==> src/rtl/fpu_pkg.sv <==
// ============================================================================
// Module  : fpu_pkg
// Purpose : Shared types and constants for the FPU issue sequencer: op codes,
//           sequencer states, the timeout result value and op classifiers.
// Revision: 1.0 - initial release
// ============================================================================
`default_nettype none

package fpu_pkg;

  typedef enum logic [3:0] {
    FP_ADD = 4'd0,
    FP_SUB = 4'd1,
    FP_DIV = 4'd2,
    FP_MUL = 4'd3,
    FP_ABS = 4'd5,
    FP_NEG = 4'd7
  } fp_op_e;

  typedef enum logic [1:0] {
    IDLE = 2'd0,
    EXEC = 2'd1,
    BUSY = 2'd2,
    DONE = 2'd3
  } seq_state_e;

  // Quiet NaN returned when an op is aborted by the watchdog
  localparam logic [31:0] FP_QNAN = 32'h7FC0_0000;

  // Ops executed by the multi-cycle units, qualified by the finish flag
  function automatic logic is_multi_cycle(input logic [3:0] funct);
    return (funct == FP_ADD) || (funct == FP_SUB) ||
           (funct == FP_DIV) || (funct == FP_MUL);
  endfunction

  // Sign-bit ops whose result is valid one cycle after launch
  function automatic logic is_single_cycle(input logic [3:0] funct);
    return (funct == FP_ABS) || (funct == FP_NEG);
  endfunction

endpackage

`default_nettype wire

==> src/rtl/fpu_watchdog.sv <==
// ============================================================================
// Module  : fpu_watchdog
// Purpose : Busy-cycle counter for the FPU sequencer. Reports when the finish
//           flag may be trusted (settled) and when the op must be abandoned
//           (expired). Saturates at TIMEOUT-1 so it never wraps.
// Revision: 1.0 - initial release
// ============================================================================
`default_nettype none

module fpu_watchdog #(
  parameter int SETTLE  = 2,
  parameter int TIMEOUT = 64,
  parameter int CNT_W   = 7
) (
  input  logic clk,
  input  logic rst_n,
  input  logic clear,
  input  logic enable,
  output logic settled,
  output logic expired
);

  localparam logic [CNT_W-1:0] CNT_SETTLE = CNT_W'(SETTLE);
  localparam logic [CNT_W-1:0] CNT_LAST   = CNT_W'(TIMEOUT - 1);
  localparam logic [CNT_W-1:0] CNT_ONE    = CNT_W'(1);

  logic [CNT_W-1:0] count;

  // Count busy cycles; clear takes priority, hold once the last value is hit
  always_ff @(posedge clk or negedge rst_n) begin
    if (!rst_n) begin
      count <= '0;
    end else if (clear) begin
      count <= '0;
    end else if (enable && (count != CNT_LAST)) begin
      count <= count + CNT_ONE;
    end
  end

  assign settled = (count >= CNT_SETTLE);
  assign expired = (count == CNT_LAST);

endmodule

`default_nettype wire

==> src/rtl/fpu_op_sequencer.sv <==
// ============================================================================
// Module  : fpu_op_sequencer
// Purpose : Issue controller between the EX stage and the multi-cycle FPU.
//           Accepts one op at a time, holds FPU operands stable, stalls the
//           pipeline, qualifies finish, enforces a timeout and returns the
//           result with a one-cycle writeback strobe.
// Revision: 1.0 - initial release
// ============================================================================
`default_nettype none

module fpu_op_sequencer
  import fpu_pkg::*;
#(
  parameter int SETTLE  = 2,
  parameter int TIMEOUT = 64,
  parameter int CNT_W   = 7
) (
  input  logic        clk,
  input  logic        rst_n,
  input  logic        req_valid,
  input  logic [3:0]  req_funct,
  input  logic [31:0] req_a,
  input  logic [31:0] req_b,
  input  logic [4:0]  req_rd,
  output logic        req_ready,
  input  logic        flush,
  output logic        stall,
  output logic [3:0]  fpu_funct,
  output logic [31:0] fpu_a,
  output logic [31:0] fpu_b,
  input  logic [31:0] fpu_result,
  input  logic        fpu_finish,
  output logic        wb_valid,
  output logic [4:0]  wb_rd,
  output logic [31:0] wb_data,
  output logic        err_illegal,
  output logic        err_timeout
);

  seq_state_e  state;
  logic [4:0]  rd_q;
  logic        accept;
  logic        wd_clear;
  logic        wd_enable;
  logic        settled;
  logic        expired;

  assign stall     = (state != IDLE);
  assign req_ready = (state == IDLE) && !flush;
  assign accept    = req_ready && req_valid;
  assign wd_clear  = (state != BUSY);
  assign wd_enable = (state == BUSY);

  fpu_watchdog #(
    .SETTLE  (SETTLE),
    .TIMEOUT (TIMEOUT),
    .CNT_W   (CNT_W)
  ) u_watchdog (
    .clk     (clk),
    .rst_n   (rst_n),
    .clear   (wd_clear),
    .enable  (wd_enable),
    .settled (settled),
    .expired (expired)
  );

  // Sequencer FSM with registered FPU launch, writeback and error outputs
  always_ff @(posedge clk or negedge rst_n) begin
    if (!rst_n) begin
      state       <= IDLE;
      rd_q        <= '0;
      fpu_funct   <= '0;
      fpu_a       <= '0;
      fpu_b       <= '0;
      wb_valid    <= 1'b0;
      wb_rd       <= '0;
      wb_data     <= '0;
      err_illegal <= 1'b0;
      err_timeout <= 1'b0;
    end else begin
      wb_valid    <= 1'b0;
      err_illegal <= 1'b0;
      err_timeout <= 1'b0;
      case (state)
        IDLE: begin
          if (accept) begin
            fpu_funct <= req_funct;
            fpu_a     <= req_a;
            fpu_b     <= req_b;
            rd_q      <= req_rd;
            if (is_multi_cycle(req_funct)) begin
              state <= BUSY;
            end else if (is_single_cycle(req_funct)) begin
              state <= EXEC;
            end else begin
              err_illegal <= 1'b1;
            end
          end
        end
        EXEC: begin
          if (flush) begin
            state <= IDLE;
          end else begin
            wb_data  <= fpu_result;
            wb_rd    <= rd_q;
            wb_valid <= 1'b1;
            state    <= DONE;
          end
        end
        BUSY: begin
          // A finish seen in the timeout cycle still counts as a good result
          if (flush) begin
            state <= IDLE;
          end else if (settled && fpu_finish) begin
            wb_data  <= fpu_result;
            wb_rd    <= rd_q;
            wb_valid <= 1'b1;
            state    <= DONE;
          end else if (expired) begin
            wb_data     <= FP_QNAN;
            wb_rd       <= rd_q;
            wb_valid    <= 1'b1;
            err_timeout <= 1'b1;
            state       <= DONE;
          end
        end
        DONE: begin
          state <= IDLE;
        end
        default: begin
          state <= IDLE;
        end
      endcase
    end
  end

endmodule

`default_nettype wire

==> config.mk <==
export PLATFORM = sky130hd
export DESIGN_NAME = fpu_op_sequencer
export DESIGN_NICKNAME = d
export VERILOG_FILES = /design/src/rtl/fpu_pkg.sv /design/src/rtl/fpu_watchdog.sv /design/src/rtl/fpu_op_sequencer.sv
export SDC_FILE = /design/constraint.sdc
export NUM_CORES = 1
export LEC_CHECK = 0
export ABC_AREA = 1
export ABC_CLOCK_PERIOD_IN_PS = 1900
export CAP_MARGIN = 20
export CELL_PAD_IN_SITES_DETAIL_PLACEMENT = 2
export CELL_PAD_IN_SITES_GLOBAL_PLACEMENT = 2
export CORE_MARGIN = 1.5
export CORE_UTILIZATION = 38
export DETAILED_ROUTE_END_ITERATION = 12
export DONT_BUFFER_PORTS = 1
export PLACE_DENSITY_LB_ADDON = 0.1
export SYNTH_ARGS = -nofsm -noshare
export SYNTH_HDL_FRONTEND = slang
export SYNTH_SLANG_ARGS = --single-unit
export TNS_END_PERCENT = 100
==> constraint.sdc <==
create_clock -name clk -period 1.9 [get_ports clk]
set_input_delay 0.38 -clock clk [delete_from_list [all_inputs] [get_ports clk]]
set_output_delay 0.38 -clock clk [all_outputs]
set_load 0.03 [all_outputs]
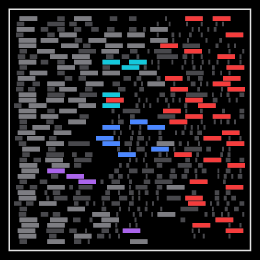
(run_1/ff_map.png)
Drawn at 2 px/um. Other sequential cells in the stronger gray, the rest of the logic in the fainter gray.
u_watchdog.count -> blue  # sequential cells 7, where center
wb_data -> red  # sequential cells 32
rd_q -> cyan  # sequential cells 5, where north
fpu_funct -> purple  # sequential cells 4
not colored = 74
Flop area: 3050 um2
sequential cell area share: 50.5%

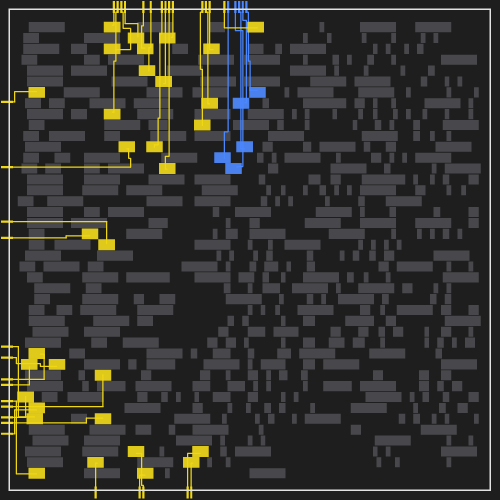
(run_1/port_trees.png)
Drawn at 4 px/um.
req_rd -> blue  # bits 5, direction input, end cells 5, buffers 0, wire 163 um
req_a -> yellow  # bits 32, direction input, end cells 32, buffers 0, wire 557 um

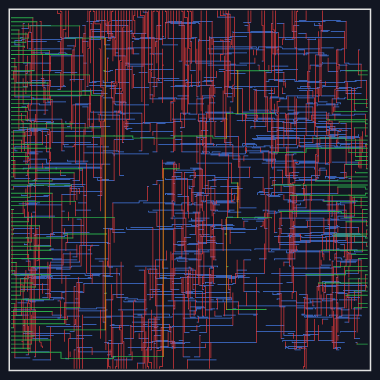
(run_1/layers.png)
Drawn at 3 px/um.
M2 -> red  # wire length 6980 um
M3 -> green  # wire length 1440 um
M4 -> orange  # wire length 224 um
M1 -> blue  # wire length 5180 um

==> results.json <==
{
  "drc": 0,
  "layout_top_cell": "dfrtp_1",
  "top_layer": "met4",
  "final_cell_mix": "dfrtp_1 (122), nand2_1 (99), mux2_2 (71)",
  "top_cells_by_count": "dfrtp_1 (122), nand2_1 (100), mux2_2 (71), nand3_1 (42), inv_1 (28)",
  "ys_ff": 122,
  "final-comb-area_um2": 1880,
  "cpMaxStageDelayCell": "dfrtp_1",
  "violations": "hold timing",
  "post-route-util_pct": 45.5,
  "ctsResizeCount": 2,
  "clock_path_buffers": 2,
  "io_pins": 220,
  "grtUsageMet3_pct": 9.65,
  "r2r_end": "fpu_b[23]",
  "post-route-min-period_ns": 1.82,
  "start_kind": "register",
  "dp_cells": 618,
  "path_class": "reg2out",
  "comb-power_mw": 2.32,
  "finalSetupViolations": 0,
  "initial_core_util_pct": 39.0,
  "ys_sh_aoi_pct": 5.04,
  "netSwitchingFraction_pct": 44.2,
  "r2r.worst_path.cells": 7,
  "top_regs": "fpu_a (32), fpu_b (32), wb_data (32)",
  "logic_family": "multiplexers",
  "synthCells": 452,
  "yosysWarnings": 0,
  "diodes": 0,
  "synthDominantCellAreaShare_pct": 58.8,
  "timing.hold.ws_ns": -0.340,
  "crit_buf_inv": 3,
  "status": "complete, but fails checks",
  "p_switching_mw": 5.57,
  "hold_viol": 122
}
